Design dot_accum_requant, sky130hd; sources not shown.
Run 1, the metal 1 layer:
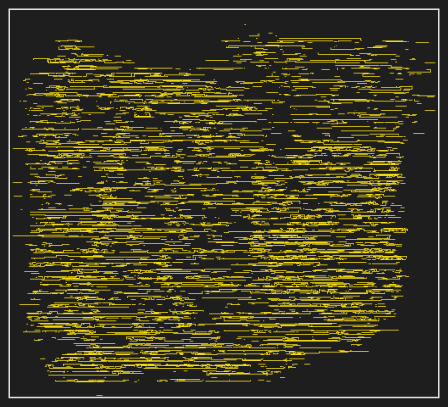
The layer holds 51% of the routed length. The wires run mostly horizontal. The layer carries 14000 µm of wire.
vias: 9484
met1 global-route usage: 30.7%
routed wire length: 27400 µm

Run 1, clock network drawn from the DEF:
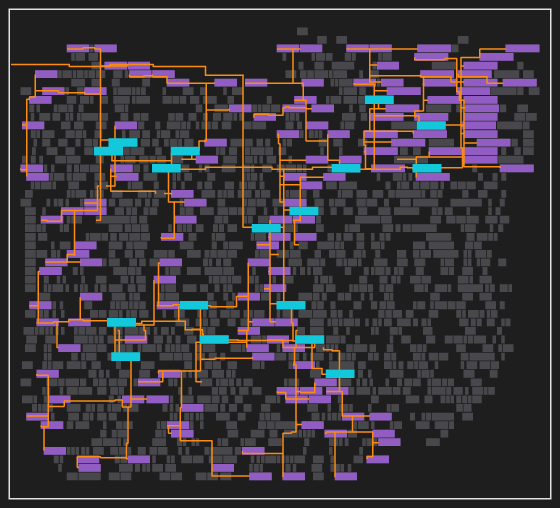
clock wires: drawn in orange, length 2080 µm. cells driving clock nets: drawn in cyan, count 17. flip-flops: drawn in purple, count 147.
Position of the flops: widely spread. There are 18 routed clock nets.
Clk pwr share: 33.1%
clk_lat worst skew: 0.43 ns
clk pwr: 1110 µW

Run 1, routing congestion:
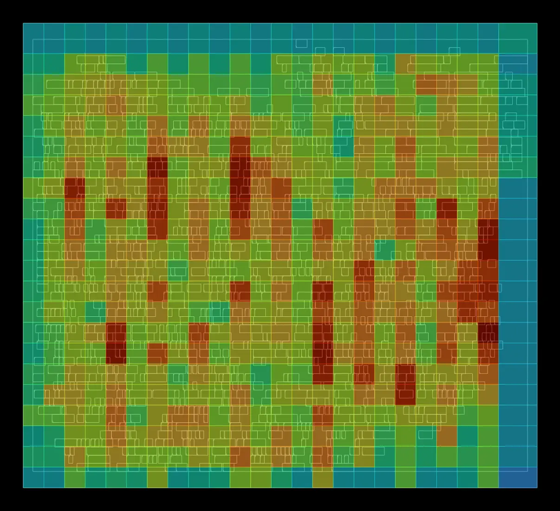
busiest grt layer: met2
gr usage total: 21.0%
Global Route met2 Usage: 32.4%

==> job_summary.md, run 1 <==
### Yosys + OpenROAD results

| Metric | Value |
|---|---|
| Status | finished clean |
| Mapped Area | 11100 µm² |
| Rel. slew slack | 50.7% |
| Fin. Hold Viols | 0 |
| Fillers | 2222 |
| Max FFs per register | 32 |
| Top power group | sequential cells |
| # H-tree levels | 4 |
| First-pass GRT wire length | 46200 µm |
| Hold-fix buffers, CTS | 0 |
| Register share of the cell area | 25.7% |
| Worst path bufs/invs | 1 |
| # Post-CTS Setup Buffers | 0 |
| Comb/total area | 58.6% |
| OpenROAD warnings | 30 |
| Layout overhead on the synthesized area | 14.5% |
| DP HPWL | 20000 µm |
| Syn_area_per_cell | 8.41 µm² |
| Sequential cell area fraction in the yosys report | 29.4% |
| Post-synth ARST share | 0% |
| I/O Buffers | 59 |
| Avg WL per Cell | 16.3 µm |
| Flop2flop setup slack | 0.47 ns |
| Hold Slack | 0.257 ns |
| Cell Area, Placed | 12100 µm² |
| Syn Nets | 1448 |
| Setup Slack @ Placement | -0.0324 ns |
| Main logic family | simple AND/OR/NAND/NOR gates |
| EDFF count, synth | 32 |
| Cell with the most instances after synthesis | nand2_1 |
| Post-route DRC | 0 |
| Die ar. | 26600 µm² |
| Crit share post-route | 92.8% |
| Non-clock buffering overhead | 7.11% |
| Cts bufs inserted | 17 |
| Crit-path leading delay family | AND-OR/OR-AND gates |
| Fin Setup TNS | 0 ns |
| Longest Clk Path Bufs | 2 |
| Crit end category | register |
| CP dominant cell by count | xnor2_1 |
| And+or+nand+nor area frac | 20.4% |
| Worst hold path class | reg -> reg |
| Nonclk buf count | 100 |
| Congestion Overflow GR | 0 |
| Placed Cells | 1649 |
| CP Data Required Time | 6.09 ns |
| Metal2 WL | 12000 µm |
| WP data arrival | 5.66 ns |
| Unique cell types | 83 |
| Top-area cell share | 20.7% |
| Flip-flops | 147 |
| Combinational share of power | 33.0% |
| Die width | 172 µm |
| I/O Pins | 60 |
| Reg power frac | 33.9% |
| Share of cells above drive strength 1 | 9.72% |
| Vias in the first global route | 9126 |
| Worst path cell trace | clkdlybuf4s50_1 -> ha_1 -> fa_1 -> a21o_1 -> a21oi_1 -> nor2b_1 -> o21a_1 -> nor2_1 -> xnor2_1 -> ha_1 -> or3_1 -> o221a_2 -> a2111o_1 -> o211ai_1 -> o311a_1 -> a211oi_2 -> o31ai_1 -> xnor2_1 -> xnor2_1 -> mux2i_1 -> nor2_1 |
| Worst path depth | 21 |
| Total Power | 3340 µW |
| Int Pwr | 2240 µW |
| CTS tree | done |
| Max cap viols | 0 |
| Top cell excl fill/tap | nand2_1 |
| Fin crit period | 5.57 ns |
| Placeable Area | 23800 µm² |
| Clock transition at path regs | 0.07 ns |
| Top cells by area | dfxtp_1 21%, edfxtp_1 8.7%, ha_1 8.5% |
| Synth Instances | 1320 |
| Register area | 3260 µm² |
| Yosys top cell by area | dfxtp_1 |
| Nets | 1494 |
| Top cell category | combinational gates |
| Die height | 155 µm |
| Slowest cell on crit path | clkdlybuf4s50_1 |
| Non-filler instance count after layout | 1681 |
| Max VDD drop | 156 µV |
| Seq pwr | 1130 µW |
| Non-Filler Cell Area, Final | 12700 µm² |
| Adder Area Share | 9.17% |
| Initial DRT Pass Iterations | 5 |
| CP Launch Type | input port |
| Critical path peak fanout | 3 |
| Crit Path Class | in -> reg |
| RSZ-0062 raised after global routing | no |
| Flops after synth | 147 |
| MUX share of area | 11.6% |
| Antenna fix cells | 0 |
| Grt met3 use | 3.28% |
| Layout clock area frac | 4.78% |
==> run 1 -> run 2 <==
--- a/config.mk
+++ b/config.mk
@@ -11,7 +11,6 @@
 export CORE_UTILIZATION = 45
 export DETAILED_ROUTE_END_ITERATION = 12
 export PLACE_DENSITY = 0.62
-export SLEW_MARGIN = 10
 export SYNTH_ARGS = -nofsm -noshare
 export SYNTH_HDL_FRONTEND = slang
 export SYNTH_SLANG_ARGS = --single-unit
Run 2, the metal 1 layer:
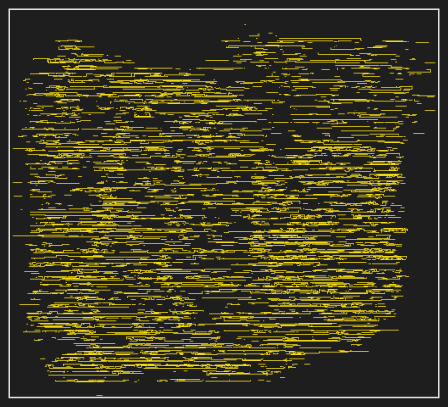
The wires run mostly horizontal. The layer holds 51% of the routed length. The longest straight run is 41.4 µm. 1398 nets have wire on it.

==> job_summary.md, run 2 <==
### Yosys + OpenROAD results

| Metric | Value |
|---|---|
| Status | finished clean |
| WP data arrival | 5.66 ns (about the same) |
| Register share of the cell area | 25.7% (unchanged) |
| CP Data Required Time | 6.09 ns (about the same) |
| Flop2flop setup slack | 0.47 ns (about the same) |
| Clock transition at path regs | 0.07 ns (about the same) |
| Cts bufs inserted | 17 (unchanged) |
| MUX share of area | 11.6% (unchanged) |
| Critical path peak fanout | 3 (unchanged) |
| Worst path depth | 21 (unchanged) |
| Adder Area Share | 9.17% (unchanged) |
| Hold-fix buffers, CTS | 0 (unchanged) |
| Mapped Area | 11100 µm² (unchanged) |
| I/O Pins | 60 (unchanged) |
| Congestion Overflow GR | 0 (unchanged) |
| Post-synth ARST share | 0% (unchanged) |
| Syn_area_per_cell | 8.41 µm² (unchanged) |
| Fin. Hold Viols | 0 (unchanged) |
| Syn Nets | 1448 (unchanged) |
| Max VDD drop | 156 µV (unchanged) |
| Rel. slew slack | 50.7% (unchanged) |
| Setup Slack @ Placement | -0.0324 ns (unchanged) |
| Seq pwr | 1130 µW (about the same) |
| Main logic family | simple AND/OR/NAND/NOR gates |
| Non-clock buffering overhead | 7.11% (unchanged) |
| Top cell excl fill/tap | nand2_1 |
| Longest Clk Path Bufs | 2 (unchanged) |
| Clk pwr | 1110 µW (about the same) |
| RSZ-0062 raised after global routing | no |
| Max cap viols | 0 (unchanged) |
| Total Power | 3340 µW (unchanged) |
| EDFF count, synth | 32 (unchanged) |
| Antenna fix cells | 0 (unchanged) |
| Top-area cell share | 20.7% (unchanged) |
| And+or+nand+nor area frac | 20.4% (unchanged) |
| Die ar. | 26600 µm² (unchanged) |
| I/O Buffers | 59 (unchanged) |
| Crit-path leading delay family | AND-OR/OR-AND gates |
| Slowest cell on crit path | clkdlybuf4s50_1 |
| Vias | 9484 (unchanged) |
| Worst path bufs/invs | 1 (unchanged) |
Power figures rest on the tool's default switching activity, not on a simulated workload.
